<file path="src/rtl/crystal_scan_ctrl.sv">
// Scan scheduler for the power-crystal wiring reader: strobes the reader, waits out
// the probe sequence, validates the returned crystal-to-GPIO permutation and retries.
module crystal_scan_ctrl #(
    parameter int          PULSE_CYCLES = 4,
    parameter logic [19:0] SCAN_WAIT    = 20'd450000,
    parameter logic [23:0] AUTO_PERIOD  = 24'd10000000,
    parameter int          MAX_RETRY    = 2
) (
    input  logic        system_clk,
    input  logic        rst,
    input  logic        scan_req,
    input  logic        auto_enable,
    input  logic [31:0] crystal_map_in,
    output logic        get_crystal_array,
    output logic [31:0] map_out,
    output logic        map_valid,
    output logic        map_error,
    output logic        busy,
    output logic        scan_done
);

    typedef enum logic [1:0] {S_IDLE, S_PULSE, S_WAIT, S_CHECK} state_t;

    localparam logic [19:0] PULSE_LAST = 20'(PULSE_CYCLES - 1);
    localparam logic [19:0] WAIT_LAST  = SCAN_WAIT - 20'd1;
    localparam logic [23:0] AUTO_LAST  = AUTO_PERIOD - 24'd1;
    localparam logic [7:0]  RETRY_MAX  = 8'(MAX_RETRY);

    state_t      state_q, state_d;
    logic [19:0] cnt_q, cnt_d;
    logic [7:0]  retry_q, retry_d;
    logic [23:0] auto_q, auto_d;
    logic        pending_q, pending_d;
    logic        req_q;
    logic [31:0] map_q, map_d;
    logic        valid_q, valid_d;
    logic        error_q, error_d;
    logic        done_q, done_d;
    logic        strobe_q, busy_q;
    logic        req_rise, auto_fire, map_pass;

    // Legal map: every nibble addresses one of GPIOs 0..7 and together they cover all eight.
    function automatic logic map_ok(input logic [31:0] m);
        logic [7:0] seen;
        logic       in_range;
        seen     = '0;
        in_range = 1'b1;
        for (int k = 0; k < 8; k++) begin
            if (m[4*k+3]) in_range = 1'b0;
            else          seen[m[4*k +: 3]] = 1'b1;
        end
        return in_range && (seen == 8'hFF);
    endfunction

    always_comb begin
        req_rise  = scan_req & ~req_q;
        auto_fire = auto_enable && (auto_q == AUTO_LAST);
        auto_d    = auto_enable ? (auto_fire ? 24'd0 : auto_q + 24'd1) : 24'd0;
        map_pass  = map_ok(crystal_map_in);

        state_d   = state_q;
        cnt_d     = cnt_q;
        retry_d   = retry_q;
        pending_d = pending_q;
        map_d     = map_q;
        valid_d   = valid_q;
        error_d   = error_q;
        done_d    = 1'b0;

        case (state_q)
            S_IDLE: begin
                if (pending_q) begin
                    state_d   = S_PULSE;
                    cnt_d     = '0;
                    retry_d   = '0;
                    pending_d = 1'b0;
                end
            end
            S_PULSE: begin
                if (cnt_q == PULSE_LAST) begin
                    state_d = S_WAIT;
                    cnt_d   = '0;
                end else begin
                    cnt_d = cnt_q + 20'd1;
                end
            end
            S_WAIT: begin
                if (cnt_q == WAIT_LAST) begin
                    state_d = S_CHECK;
                    cnt_d   = '0;
                end else begin
                    cnt_d = cnt_q + 20'd1;
                end
            end
            default: begin
                if (map_pass) begin
                    map_d   = crystal_map_in;
                    valid_d = 1'b1;
                    error_d = 1'b0;
                    done_d  = 1'b1;
                    state_d = S_IDLE;
                end else if (retry_q < RETRY_MAX) begin
                    retry_d = retry_q + 8'd1;
                    cnt_d   = '0;
                    state_d = S_PULSE;
                end else begin
                    valid_d = 1'b0;
                    error_d = 1'b1;
                    done_d  = 1'b1;
                    state_d = S_IDLE;
                end
            end
        endcase

        // A new request in the launch cycle must survive the clear.
        if (req_rise || auto_fire) pending_d = 1'b1;
    end

    // Strobe and busy are registered from the next state so they align with the FSM.
    always_ff @(posedge system_clk or posedge rst) begin
        if (rst) begin
            state_q   <= S_IDLE;
            cnt_q     <= '0;
            retry_q   <= '0;
            auto_q    <= '0;
            pending_q <= 1'b0;
            req_q     <= 1'b0;
            map_q     <= '0;
            valid_q   <= 1'b0;
            error_q   <= 1'b0;
            done_q    <= 1'b0;
            strobe_q  <= 1'b0;
            busy_q    <= 1'b0;
        end else begin
            state_q   <= state_d;
            cnt_q     <= cnt_d;
            retry_q   <= retry_d;
            auto_q    <= auto_d;
            pending_q <= pending_d;
            req_q     <= scan_req;
            map_q     <= map_d;
            valid_q   <= valid_d;
            error_q   <= error_d;
            done_q    <= done_d;
            strobe_q  <= (state_d == S_PULSE);
            busy_q    <= (state_d != S_IDLE);
        end
    end

    assign get_crystal_array = strobe_q;
    assign map_out           = map_q;
    assign map_valid         = valid_q;
    assign map_error         = error_q;
    assign busy              = busy_q;
    assign scan_done         = done_q;

endmodule

</file>
<file path="config.mk">
export PLATFORM = sky130hd
export DESIGN_NAME = crystal_scan_ctrl
export DESIGN_NICKNAME = d
export VERILOG_FILES = /design/src/rtl/crystal_scan_ctrl.sv
export SDC_FILE = /design/constraint.sdc
export NUM_CORES = 1
export LEC_CHECK = 0
export CAP_MARGIN = 20
export CORE_MARGIN = 2
export CORE_UTILIZATION = 55
export CTS_CLUSTER_DIAMETER = 60
export CTS_CLUSTER_SIZE = 24
export DETAILED_ROUTE_END_ITERATION = 10
export GPL_ROUTABILITY_DRIVEN = 0
export PLACE_DENSITY = 0.8
export SLEW_MARGIN = 20
export SYNTH_ARGS = -nofsm -noshare
export SYNTH_HDL_FRONTEND = slang
export SYNTH_SLANG_ARGS = --single-unit
</file>
<file path="constraint.sdc">
create_clock -name system_clk -period 3.9 [get_ports system_clk]
set_clock_uncertainty 0.15 [all_clocks]
set_input_delay 0.78 -clock system_clk [delete_from_list [all_inputs] [get_ports system_clk]]
set_output_delay 0.78 -clock system_clk [all_outputs]
set_load 0.02 [all_outputs]
</file>
clock_map.png
Scale bar: 20 um.
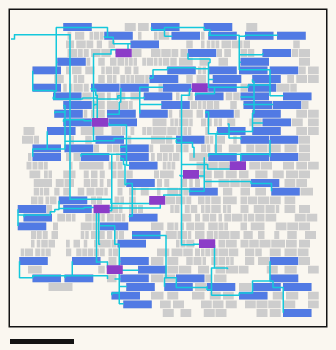
clock wires -> cyan  # length 1,170 um
cells driving clock nets -> purple  # count 9
flip-flops -> blue  # count 93
routed clock nets = 10

pins.png
Pins as bars across the die edge, other pins in gray.
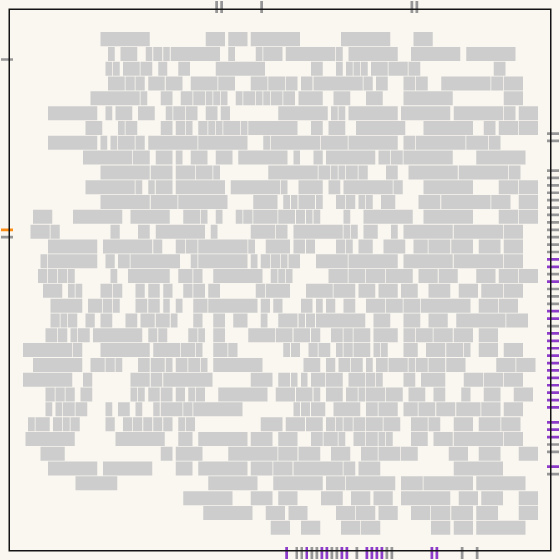
`crystal_map_in` -> purple  # pins 32, direction input, edge 20 right, 12 bottom
`rst` -> orange  # pins 1, direction input, edge left

density.png
The die is cut into 10 by 10 equal tiles; white is low, dark blue is high, 0 to 100% covered.
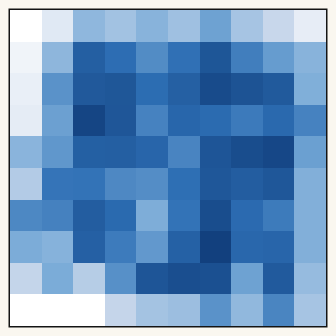
tiles over 75% full = 37%
emptiest ninth of the die = lower left
fullest tile = 94%

==> through the flow <==
stage,setup slack [ps],utilization [%],total power [uW]
finish,471,68.4,1770
global route,190,68.4,1830
CTS,506,68.4,1780
detailed placement,101,66.1,1130
global placement,200,66.1,1130
floorplan,550,-,1050
==> how the worst min path moves through the flow <==
stage                      to  slack, ps  cells after the start
global placement    auto_q[0]        290                      1
finish              auto_q[0]        320                      1
floorplan           auto_q[0]        270                      1
global route        auto_q[0]        350                      1
CTS                 auto_q[0]        320                      1
detailed placement  auto_q[0]        300                      1
==> kinds of logic (layout without fill, tap and decap cells) <==
kind of cell	count (synthesis)	count (layout)
flip-flops	93	93
buffers and inverters	32	108
AND-OR/OR-AND	68	68
AND/OR/NAND/NOR	259	259
adder cells (fa/ha/maj)	8	8
multiplexers	25	25
XOR/XNOR	21	21
==> final cells by class <==
class | instances | area (um2)
Clock inverter | 7 | 75.1
Clock buffer | 9 | 124
Sequential cell | 93 | 2330
Multi-Input combinational cell | 381 | 2510
Inverter | 16 | 61.3
Timing Repair Buffer | 76 | 763
Fill cell | 674 | 2770
Tap cell | 108 | 135
==> routing by layer <==
metal / part of all wire (%) / vias up / global-route usage (%)
li1: - / 2002 / -
met1: 45 / 2020 / 34.7
met2: 46 / 177 / 37.5
met3: 6.7 / 29 / 4.15
met4: 2.6 / 0 / 11.5
met5: 0 / - / 0
==> critical path, stage by stage <==
cell	delay, ps
sky130_fd_sc_hd__clkdlybuf4s50_1	560
sky130_fd_sc_hd__nor4b_1	230
sky130_fd_sc_hd__nor4_1	370
sky130_fd_sc_hd__nand3_1	160
sky130_fd_sc_hd__nand3_1	120
sky130_fd_sc_hd__nor4_1	60
sky130_fd_sc_hd__or3_1	380
sky130_fd_sc_hd__or2_1	520
sky130_fd_sc_hd__o41ai_2	370
==> reports/summary.log <==
qor: route.detail_route.wl_per_cell 16.8 um
qor: logic_synthesis.synthTopCellsByArea sky130_fd_sc_hd__dfrtp_1 (47%), sky130_fd_sc_hd__nor2_1 (4.3%), sky130_fd_sc_hd__mux2_1 (3.6%)
qor: floorplanning.floorplan.die_area 9840 um2
qor: sta.min_period 3430 ps
qor: critical_path.critical_path_required 4020 ps
qor: logic_synthesis.netlist.top_cell.by_area sky130_fd_sc_hd__dfrtp_1
qor: logic_synthesis.ys_sh_adder 2.01%
qor: power_and_ir_drop.switchingPower 485 uW
qor: floorplanning.floorplan.core_util 56.9%
qor: clocking.post-cts-setup-buffer-count 0
qor: finish.layout_top_cells sky130_fd_sc_hd__dfrtp_1 (93), sky130_fd_sc_hd__clkdlybuf4s50_1 (72), sky130_fd_sc_hd__nor2_1 (57)
qor: clocking.htree_num_levels 3
qor: critical_path.reg2reg_slack 530 ps
qor: critical_path.r2r_start cnt_q[8]
qor: critical_path.regToRegEndpoint cnt_q[12]
qor: logic_synthesis.mux_area_share 5.62%
qor: logic_synthesis.ys_ff 93
qor: critical_path.arrival 3550 ps
qor: logic_synthesis.yosysWarningCount 0
qor: clocking.cts-root-to-sink-buffers 2
qor: route.initial_drt_markers 259
qor: power_and_ir_drop.power-per-cell-area 295 nW/um2
qor: clocking.numCtsBuffers 9
qor: sta.timing.hold.ws 321 ps
qor: critical_path.crit_path_end_kind flop
qor: critical_path.crit_path_max_fanout 17
qor: grt.grt_overflow 0
qor: run_status.outcome completed
qor: sta.finalSetupViolCount 0
qor: finish.syn2layout_area_growth 20.3%
qor: finish.layout_top_cell sky130_fd_sc_hd__dfrtp_1
qor: power_and_ir_drop.clockPowerShare 37.0%
qor: clocking.cts.sink_count 93
qor: sta.finalSetupTns 0 ps
qor: route.antenna_violating_nets_post_route 0
qor: floorplanning.placementRows 34
qor: power_and_ir_drop.swShare 27.4%
qor: power_and_ir_drop.ir_worst_vdd 188 uV
qor: run.openroad.warnings 30
qor: logic_synthesis.netlist-cell-type-count 52
qor: logic_synthesis.synth-edff-count 0
qor: grt.first_global_vias 4,140
qor: grt.grt_usage 24.6%
qor: clocking.cts_resized 0
qor: logic_synthesis.async_flop_share 100%
qor: hold_path.min_delay_worst_type flop to flop
qor: grt.first_pass_grt_wire_length 19,600 um
qor: logic_synthesis.floorplan.nets 550
qor: power_and_ir_drop.p_seq_share 54.8%
qor: critical_path.cp-start-kind primary input
qor: grt.antenna_violations_before_repair 0
qor: clocking.clk-insertion-delay-late 390 ps
qor: place.place.detailed.hpwl 8240 um
qor: route.post-route-drc-count 0
qor: place.dp.cells 674
qor: logic_synthesis.synthXorXnorAreaFrac 3.69%
qor: power_and_ir_drop.cell_leakage_power 0.00260 uW
qor: logic_synthesis.dominantRegCellSynth sky130_fd_sc_hd__dfrtp_1
qor: grt.largest_net_degree_at_the_start_of_global_routing 57
qor: power_and_ir_drop.power.largest_group registers
qor: route.drt-total-wl 11,600 um
qor: clocking.worst_setup_hold_path_clk_slew 110 ps
No activity file was given, so power comes from the tool's default toggle rates.
